<file path="src/rtl/adder_pkg.sv">
// Shared types and parameter helpers for the digit-serial adder.
package adder_pkg;

  typedef enum logic [1:0] {
    IDLE = 2'd0,
    RUN  = 2'd1,
    DONE = 2'd2
  } state_t;

  function automatic int num_steps(input int width, input int digit);
    return width / digit;
  endfunction

  function automatic bit params_ok(input int width, input int digit);
    return (width >= 2) && (digit >= 1) && ((width % digit) == 0);
  endfunction

endpackage

</file>
<file path="src/rtl/digit_adder.sv">
// Combinational DIGIT-bit ripple adder made of half-adder-pair full-adder cells.
// Zero latency, no handshake; sits inside the serial adder datapath.
module digit_adder #(
  parameter int DIGIT = 1
) (
  input  logic [DIGIT-1:0] a,
  input  logic [DIGIT-1:0] b,
  input  logic             ci,
  output logic [DIGIT-1:0] s,
  output logic             co
);

  logic [DIGIT:0]   c;
  logic [DIGIT-1:0] hs;
  logic [DIGIT-1:0] hc1;
  logic [DIGIT-1:0] hc2;

  assign c[0] = ci;

  for (genvar i = 0; i < DIGIT; i++) begin : g_cell
    assign hs[i]   = a[i] ^ b[i];
    assign hc1[i]  = a[i] & b[i];
    assign s[i]    = hs[i] ^ c[i];
    assign hc2[i]  = hs[i] & c[i];
    assign c[i+1]  = hc1[i] | hc2[i];
  end

  assign co = c[DIGIT];

endmodule

</file>
<file path="src/rtl/serial_adder.sv">
// Digit-serial adder: WIDTH/DIGIT RUN cycles after acceptance, result held in DONE
// until out_ready; in_ready only in IDLE, so a stalled consumer blocks new operands.
module serial_adder
  import adder_pkg::*;
#(
  parameter int WIDTH = 8,
  parameter int DIGIT = 1
) (
  input  logic             clk,
  input  logic             rst_n,
  input  logic             in_valid,
  output logic             in_ready,
  input  logic [WIDTH-1:0] a,
  input  logic [WIDTH-1:0] b,
  input  logic             cin,
  output logic             out_valid,
  input  logic             out_ready,
  output logic [WIDTH-1:0] sum,
  output logic             cout,
  output logic             overflow
);

  localparam int N  = num_steps(WIDTH, DIGIT);
  localparam int CW = $clog2(N + 1);

  if (!params_ok(WIDTH, DIGIT)) begin : g_param_chk
    $error("serial_adder: WIDTH must be >= 2 and a multiple of DIGIT");
  end

  state_t state;
  state_t state_nxt;

  logic [WIDTH-1:0]       a_sh;
  logic [WIDTH-1:0]       b_sh;
  logic [WIDTH-1:0]       sum_sh;
  logic                   carry_r;
  logic                   a_msb;
  logic                   b_msb;
  logic                   ovf_r;
  logic                   rdy_r;
  logic [CW-1:0]          cnt;
  logic [DIGIT-1:0]       d_s;
  logic                   d_co;
  logic [WIDTH+DIGIT-1:0] sum_cat;
  logic [WIDTH-1:0]       sum_nxt;
  logic                   last_step;

  digit_adder #(.DIGIT(DIGIT)) u_digit (
    .a  (a_sh[DIGIT-1:0]),
    .b  (b_sh[DIGIT-1:0]),
    .ci (carry_r),
    .s  (d_s),
    .co (d_co)
  );

  // New digit enters at the MSB end; works even when DIGIT == WIDTH.
  assign sum_cat   = {d_s, sum_sh};
  assign sum_nxt   = sum_cat[WIDTH+DIGIT-1:DIGIT];
  assign last_step = (cnt == CW'(N - 1));

  // rdy_r keeps in_ready low through reset and the edge that releases it.
  assign in_ready  = rdy_r && (state == IDLE);
  assign out_valid = (state == DONE);
  assign sum       = sum_sh;
  assign cout      = carry_r;
  assign overflow  = ovf_r;

  always_comb begin
    state_nxt = state;
    case (state)
      IDLE:    if (in_valid && in_ready) state_nxt = RUN;
      RUN:     if (last_step)            state_nxt = DONE;
      DONE:    if (out_ready)            state_nxt = IDLE;
      default: state_nxt = IDLE;
    endcase
  end

  always_ff @(posedge clk) begin
    if (!rst_n) begin
      state   <= IDLE;
      rdy_r   <= 1'b0;
      cnt     <= '0;
      a_sh    <= '0;
      b_sh    <= '0;
      sum_sh  <= '0;
      carry_r <= 1'b0;
      a_msb   <= 1'b0;
      b_msb   <= 1'b0;
      ovf_r   <= 1'b0;
    end else begin
      state <= state_nxt;
      rdy_r <= 1'b1;
      case (state)
        IDLE: begin
          if (in_valid && in_ready) begin
            a_sh    <= a;
            b_sh    <= b;
            carry_r <= cin;
            a_msb   <= a[WIDTH-1];
            b_msb   <= b[WIDTH-1];
            cnt     <= '0;
          end
        end
        RUN: begin
          a_sh    <= a_sh >> DIGIT;
          b_sh    <= b_sh >> DIGIT;
          sum_sh  <= sum_nxt;
          carry_r <= d_co;
          cnt     <= cnt + CW'(1);
          if (last_step)
            ovf_r <= (a_msb == b_msb) && (sum_nxt[WIDTH-1] != a_msb);
        end
        default: ;
      endcase
    end
  end

endmodule

</file>
<file path="config.mk">
export PLATFORM = sky130hd
export DESIGN_NAME = serial_adder
export DESIGN_NICKNAME = d
export VERILOG_FILES = /design/src/rtl/adder_pkg.sv /design/src/rtl/digit_adder.sv /design/src/rtl/serial_adder.sv
export SDC_FILE = /design/constraint.sdc
export NUM_CORES = 1
export LEC_CHECK = 0
export ABC_CLOCK_PERIOD_IN_PS = 2000
export CORE_ASPECT_RATIO = 0.7
export CORE_UTILIZATION = 50
export DETAILED_ROUTE_END_ITERATION = 10
export PLACE_DENSITY = 0.78
export SLEW_MARGIN = 10
export SYNTH_ARGS = -nofsm -noshare
export SYNTH_HDL_FRONTEND = slang
export SYNTH_SLANG_ARGS = --single-unit
</file>
<file path="constraint.sdc">
create_clock -name clk -period 2 [get_ports clk]
set_clock_uncertainty 0.1 [all_clocks]
set_input_delay 0.2 -clock clk [delete_from_list [all_inputs] [get_ports clk]]
set_output_delay 0.2 -clock clk [all_outputs]
set_load 0.02 [all_outputs]
</file>
==> out/results.ini, run 1 <==
[global_routing]
grt_use_met1_pct=31.40
overflow=0
grt_max_degree=43

[detailed_routing]
wl_met3_um=165
wl_per_cell_um=14.82
drt_iter0_markers=118
dr.pass1.iters=4
antenna_left=0
wl_met1_um=1869

[hold_path]
min_from=sum[0]

[final_layout]
inv_count=1
comb_share_pct=40.06
drive_above_1_share_pct=15.42
logic_area_um2=822.0
num-clock-buffers=7
lay_top_count=nand2_1
n_all_buffers=39
syn2layout_area_growth_pct=27.43
finalNonFillerCells=250
largest_cell_class=logic gates
area_share_clock_buf_inv_pct=3.963

[final_timing]
rsz0062_at_grt=false
hold_viol=0
slew_violations=0
holdWs_ps=362.0
setup_viol=0
fin_ws_ps=127.4
worst_slew_pin_slew_ps=438.2

[logic_synthesis]
yosys.area.top_type=dfxtp_1
syn_inst=181
synth-main-ff-cell=dfxtp_1
yosys.stat.seqShare_pct=43.51
yosys.area_share.xor_xnor_pct=0
ys_cells=181
synth-adder-area-share_pct=2.020
synth_flop_count=35
top_cell_area_share_pct=43.51

[clocking]
cts_tree=yes
post_cts_resized=0
numCtsBuffers=5
cts.path.max_buffers=2
clk_pin_slew_ps=70
clkLatencyLatePin_ps=290

[flow_run]
cap_violations=0
tool_warnings=26

[setup_path]
slowest_stage=clkdlybuf4s50_1
critPathTopFamily=buffers and inverters
crit_type=reg2out
setup.worst_path.end=in_ready
cp_max_fo=8
crit_path_start=state[0]
start_kind=flop

[power]
intPower_w=0.001116
power_density_mw_per_mm2=749.4
largestPowerGroup=registers
powerClk_w=0.000497
leakage_nw=0.7184
pwr-share-clk_pct=32.3
seq-power_w=0.000771
pwr-share-seq_pct=50.2

[placed_design]
gp_congestion=0.8594
hpwl_um=2494
detailedPlace.worstSlack_ps=215.1
dpl.cell_count=242

[floorplan]
std_cell_rows=16
taps=36

[status]
outcome=completed

==> run_1/metal_stack.png <==
Two of the layers only.
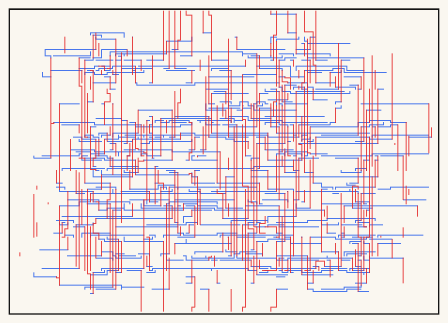
met2: drawn in red, wire length 1,640 um. met1: drawn in blue, wire length 1,870 um.
routed via count: 1,406
total global routing track utilization: 23.47%

==> run_1/final_congestion.png <==
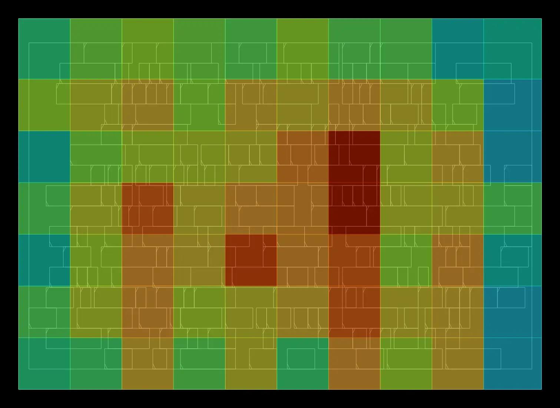
Final Core Density: 70.21%
Top Usage Layer GRT: met2
GR Util met2: 35.10%
global routing met3 resource utilization: 8.384%

==> run_1/pdn.png <==
The bar under the picture is 20 um long. Pins as bars on the die edge. Tap cells in gray.
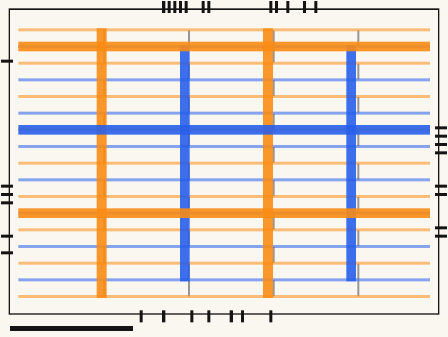
VDD: drawn in blue. VSS: drawn in orange.
4 straps on met4. 3 straps on met5. 17 met1 rails follow the rows.
Die X: 69.83 um
Core ar.: 0.002923 mm2
Die Y: 49.48 um

==> inputs of run 2 (changes only) <==
--- a/config.mk
+++ b/config.mk
@@ -7,9 +7,10 @@
 export LEC_CHECK = 0
 export ABC_CLOCK_PERIOD_IN_PS = 2000
 export CORE_ASPECT_RATIO = 0.7
-export CORE_UTILIZATION = 50
+export CORE_UTILIZATION = 52
+export CTS_BUF_LIST = sky130_fd_sc_hd__clkbuf_8
 export DETAILED_ROUTE_END_ITERATION = 10
-export PLACE_DENSITY = 0.78
+export PLACE_DENSITY = 0.81
 export SLEW_MARGIN = 10
 export SYNTH_ARGS = -nofsm -noshare
 export SYNTH_HDL_FRONTEND = slang
==> run_2/zoom.png <==
Region (39, 0) to (64, 25) um. Cells in gray, sequential cells in the stronger gray; small squares are vias.
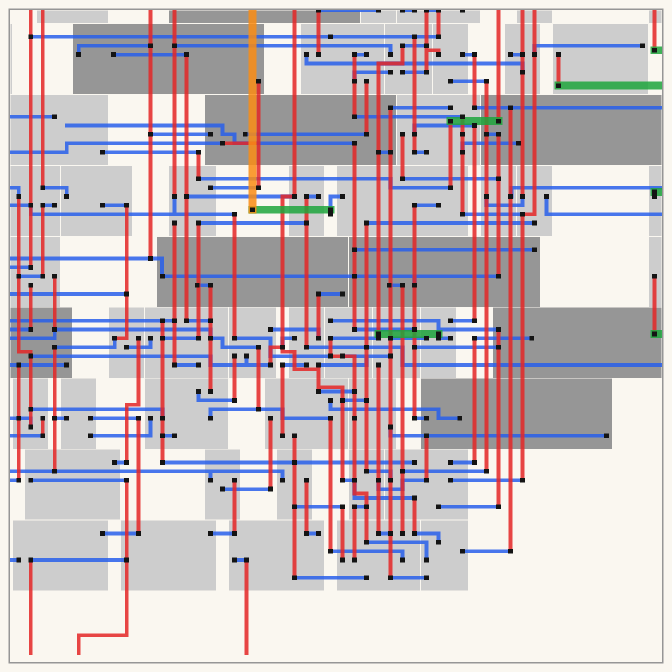
met4: drawn in orange. met1: drawn in blue. met3: drawn in green. met2: drawn in red.
Netlist names of flops here include a_sh (4), b_sh (3). 43 logic cells have their middle in the window. Sequential cells in the window: 7. Most frequent: nand2_1 (13).

==> run_2/final_congestion.png <==
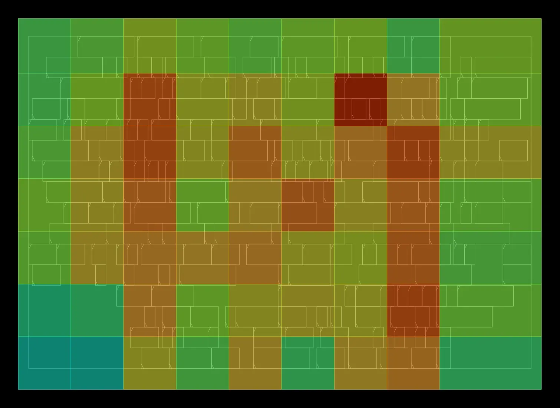
average wire per standard cell: 15.19 um
global routing met3 resource utilization: 6.840%
met1 Usage GRT: 36.31%
GR Util met2: 39.87%
total global routing track utilization: 26.41%

==> out/results.ini, run 2 <==
[status]
outcome=completed

[clocking]
numCtsBuffers=5
cts_tree=yes
clk_pin_slew_ps=70
cts_hold_buffers=0
cts_max_level=2
cts.path.max_buffers=2
cts.sinks=35
clkLatencyLatePin_ps=280
clockRootBuffer=clkbuf_8
post_cts_resized=0
postCtsSetupBuffers=0

[final_layout]
n_fill_cell=228
lay_top_count=nand2_1
inv_count=1
nNetsFinal=236
n_all_buffers=39
drive_above_1_share_pct=15.42
num_antenna_cells=0
largest_cell_class=logic gates
logic_area_um2=822.0
seq_share_pct=34.21
logic_gates=131
buffer_area_share_pct=19.39
ff_count=35
area_share_clock_buf_inv_pct=3.963
post-route-util_pct=71.68
num-clock-buffers=5
layout.cells.most_common_list=57 x nand2_1, 34 x dfxtp_1, 32 x clkdlybuf4s50_1
seqCellArea_um2=701.9
finalNonFillerCells=250
syn2layout_area_growth_pct=27.43
comb_share_pct=40.06
final_cell_area_mm2=0.002052

[power]
leakage_nw=0.7275
seq-power_w=0.000774
power_density_mw_per_mm2=744.1
intPower_w=0.001107
powerClk_w=0.000477
totalPowerFinal_w=0.001527
switching_power_w=0.0004202
irDropWorstVdd_v=0.0006057
combinationalPower_w=0.000276
pwr-share-seq_pct=50.7
largestPowerGroup=registers
comb_power_share_pct=18.1
pwr-share-clk_pct=31.2

[setup_path]
crit_arrival_ps=1550
path_depth=2
r2r.worst_path.cells=4
crit_type=reg2out
setup.worst_path.end=in_ready
reg2reg_slack_ps=300
max_stage_delay_ps=630
worstReg2RegStart=cout
cp_max_fo=8
critPathTopFamily=buffers and inverters
slowest_stage=clkdlybuf4s50_1
start_kind=flop
cp_data_required_time_ps=1700
crit_chain=nor3b_1 -> clkdlybuf4s50_1
crit_path_start=state[0]
path_buffers=1
cp-end-kind=output pin
r2r_end=overflow

[logic_synthesis]
synth-edff-count=0
synthArstFlopShare_pct=0
yosysMostFrequentCell=nand2_1
yosys.stat.seqShare_pct=43.51
syn_inst=181
synth_area_mm2=0.001610
yosysWarnings=0
ys_sh_simple_pct=29.06
topCombFamilyByArea=simple AND/OR/NAND/NOR gates
synth-main-ff-cell=dfxtp_1
avgSynthCellArea_um2=8.897
ys_cells=181
synth_cell_type_count=34
ys_area_mm2=0.001610
mux_share_pct=0.6216
synth_flop_count=35
synthTopCellsByCount=57 x nand2_1, 35 x dfxtp_1, 15 x a21oi_1, 8 x a311oi_1, 8 x nor3_1
synth-adder-area-share_pct=2.020
yosys.area.top_type=dfxtp_1
aoi_share_pct=18.26
yosys.area_share.xor_xnor_pct=0
top_cell_area_share_pct=43.51
floorplan.nets=204

[global_routing]
grt_pass1_vias=1370
overflow=0
busiest_layer=met2
grt_max_degree=34
grt_first_pass_wirelength_um=6396
antenna_found_initial=0

[detailed_routing]
via_per_inst=5.628
drt_iter0_markers=64
top_layer_used=met4
wl_met3_um=179
met2_length_um=1741
dr.pass1.iters=4
postRouteWirelength_um=3798
drcViolationCount=0
route.vias.total=1407
wl_met1_um=1832
antenna_left=0

[hold_path]
holdCritPathClass=reg2reg
min_to=sum[0]
min_from=sum[0]
hold_depth=2

[placed_design]
gp_congestion=0.7583
hpwl_um=2623
port_buffers=32
dpl.cell_count=242
detailedPlace.worstSlack_ps=238.8
placed_area_mm2=0.001969

[final_timing]
slew_violations=0
holdWs_ps=360.1
rsz0062_at_grt=false
hold_viol=0
timing.setup.tns_ps=0
fin_ws_ps=150.7
fin_crit_ps=1849
max_freq_ghz=0.5408
period_used_pct=92.46
setup_viol=0
worst_slew_pin_slew_ps=429.2
relSlewSlack_pct=71.29

[floorplan]
coreArea_mm2=0.002863
die_h_um=48.56
fp_util_pct=56.25
taps=36
num_io_pins=33
std_cell_rows=16
fp.dieW_um=68.51

[flow_run]
tool_warnings=26
cap_violations=0

==> inputs of run 3 (changes only) <==
--- a/config.mk
+++ b/config.mk
@@ -11,6 +11,7 @@
 export CTS_BUF_LIST = sky130_fd_sc_hd__clkbuf_8
 export DETAILED_ROUTE_END_ITERATION = 10
 export PLACE_DENSITY = 0.81
+export SKIP_CTS_REPAIR_TIMING = 1
 export SLEW_MARGIN = 10
 export SYNTH_ARGS = -nofsm -noshare
 export SYNTH_HDL_FRONTEND = slang
==> run_3/metal_stack.png <==
Two of the layers only.
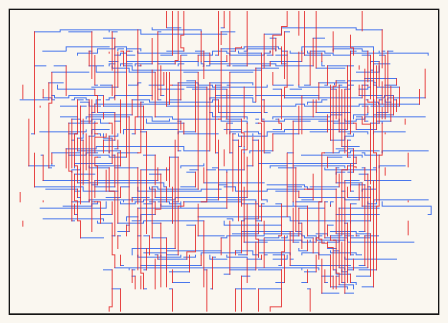
met1: drawn in blue, wire length 1,830 um. met2: drawn in red, wire length 1,740 um.
routed via count: 1,407
Post-Route WL: 3798 um

==> run_3/zoom.png <==
Region (39, 0) to (64, 25) um. Cells in gray, sequential cells in the stronger gray; small squares are vias.
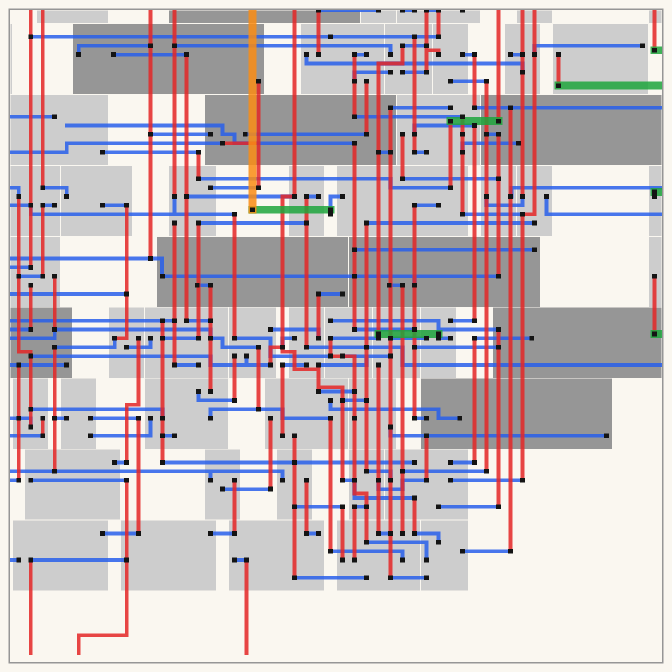
met1: drawn in blue. met4: drawn in orange. met3: drawn in green. met2: drawn in red.
Sequential cells in the window: 7. Most frequent: nand2_1 (13). Netlist names of flops here include a_sh (4), b_sh (3). 43 logic cells have their middle in the window.

==> out/results.ini, run 3 <==
[final_layout]
syn2layout_area_growth_pct=27.43
logic_gates=131
ff_count=35
post-route-util_pct=71.68
num_antenna_cells=0
comb_share_pct=40.06
lay_top_count=nand2_1
layout.cells.most_common_list=57 x nand2_1, 34 x dfxtp_1, 32 x clkdlybuf4s50_1
nNetsFinal=236
area_share_clock_buf_inv_pct=3.963
seqCellArea_um2=701.9
drive_above_1_share_pct=15.42
n_all_buffers=39
inv_count=1
logic_area_um2=822.0
final_cell_area_mm2=0.002052
seq_share_pct=34.21
num-clock-buffers=5

[setup_path]
crit_arrival_ps=1550
setup.worst_path.end=in_ready
cp_data_required_time_ps=1700
path_buffers=1
r2r_end=overflow
r2r.worst_path.cells=4
cp-end-kind=output pin
crit_chain=nor3b_1 -> clkdlybuf4s50_1
crit_path_start=state[0]
worstReg2RegStart=cout
start_kind=flop
slowest_stage=clkdlybuf4s50_1

[power]
irDropWorstVdd_v=0.0006057
intPower_w=0.001107
power_density_mw_per_mm2=744.1
totalPowerFinal_w=0.001527
largestPowerGroup=registers
switching_power_w=0.0004202
comb_power_share_pct=18.1
combinationalPower_w=0.000276
pwr-share-seq_pct=50.7
leakage_nw=0.7275
powerClk_w=0.000477
seq-power_w=0.000774

[logic_synthesis]
synth_area_mm2=0.001610
synthArstFlopShare_pct=0
synth_flop_count=35
ys_sh_simple_pct=29.06
synth-edff-count=0
yosysMostFrequentCell=nand2_1
floorplan.nets=204
synthTopCellsByCount=57 x nand2_1, 35 x dfxtp_1, 15 x a21oi_1, 8 x a311oi_1, 8 x nor3_1
synth-main-ff-cell=dfxtp_1
avgSynthCellArea_um2=8.897
ys_cells=181
top_cell_area_share_pct=43.51
yosys.area.top_type=dfxtp_1
yosysWarnings=0
synth_cell_type_count=34
yosys.area_share.xor_xnor_pct=0
aoi_share_pct=18.26
ys_area_mm2=0.001610

[placed_design]
port_buffers=32
placed_area_mm2=0.001969
dpl.cell_count=242
hpwl_um=2623
gp_congestion=0.7583

[detailed_routing]
wl_met1_um=1832
drcViolationCount=0
wl_met3_um=179
drt_iter0_markers=64
antenna_left=0
met2_length_um=1741

[final_timing]
setup_viol=0
worst_slew_pin_slew_ps=429.2
holdWs_ps=360.1
rsz0062_at_grt=false
max_freq_ghz=0.5408
fin_crit_ps=1849
timing.setup.tns_ps=0
slew_violations=0
fin_ws_ps=150.7

[global_routing]
antenna_found_initial=0
busiest_layer=met2
grt_util_met3_pct=6.840
overflow=0
grt_use_met1_pct=36.31
grt.met2_usage_pct=39.87
grt_usage_pct=26.41
grt_first_pass_wirelength_um=6396

[clocking]
clockRootBuffer=clkbuf_8
clk_pin_slew_ps=70
clkLatencyLatePin_ps=280
numCtsBuffers=5
cts.sinks=35

[hold_path]
hold_depth=2
holdCritPathClass=reg2reg
min_to=sum[0]

[floorplan]
taps=36
num_io_pins=33
die_h_um=48.56
std_cell_rows=16
fp.dieW_um=68.51
fp_util_pct=56.25

[flow_run]
cap_violations=0

[status]
outcome=completed

Power is estimated from default activity; no workload was simulated.
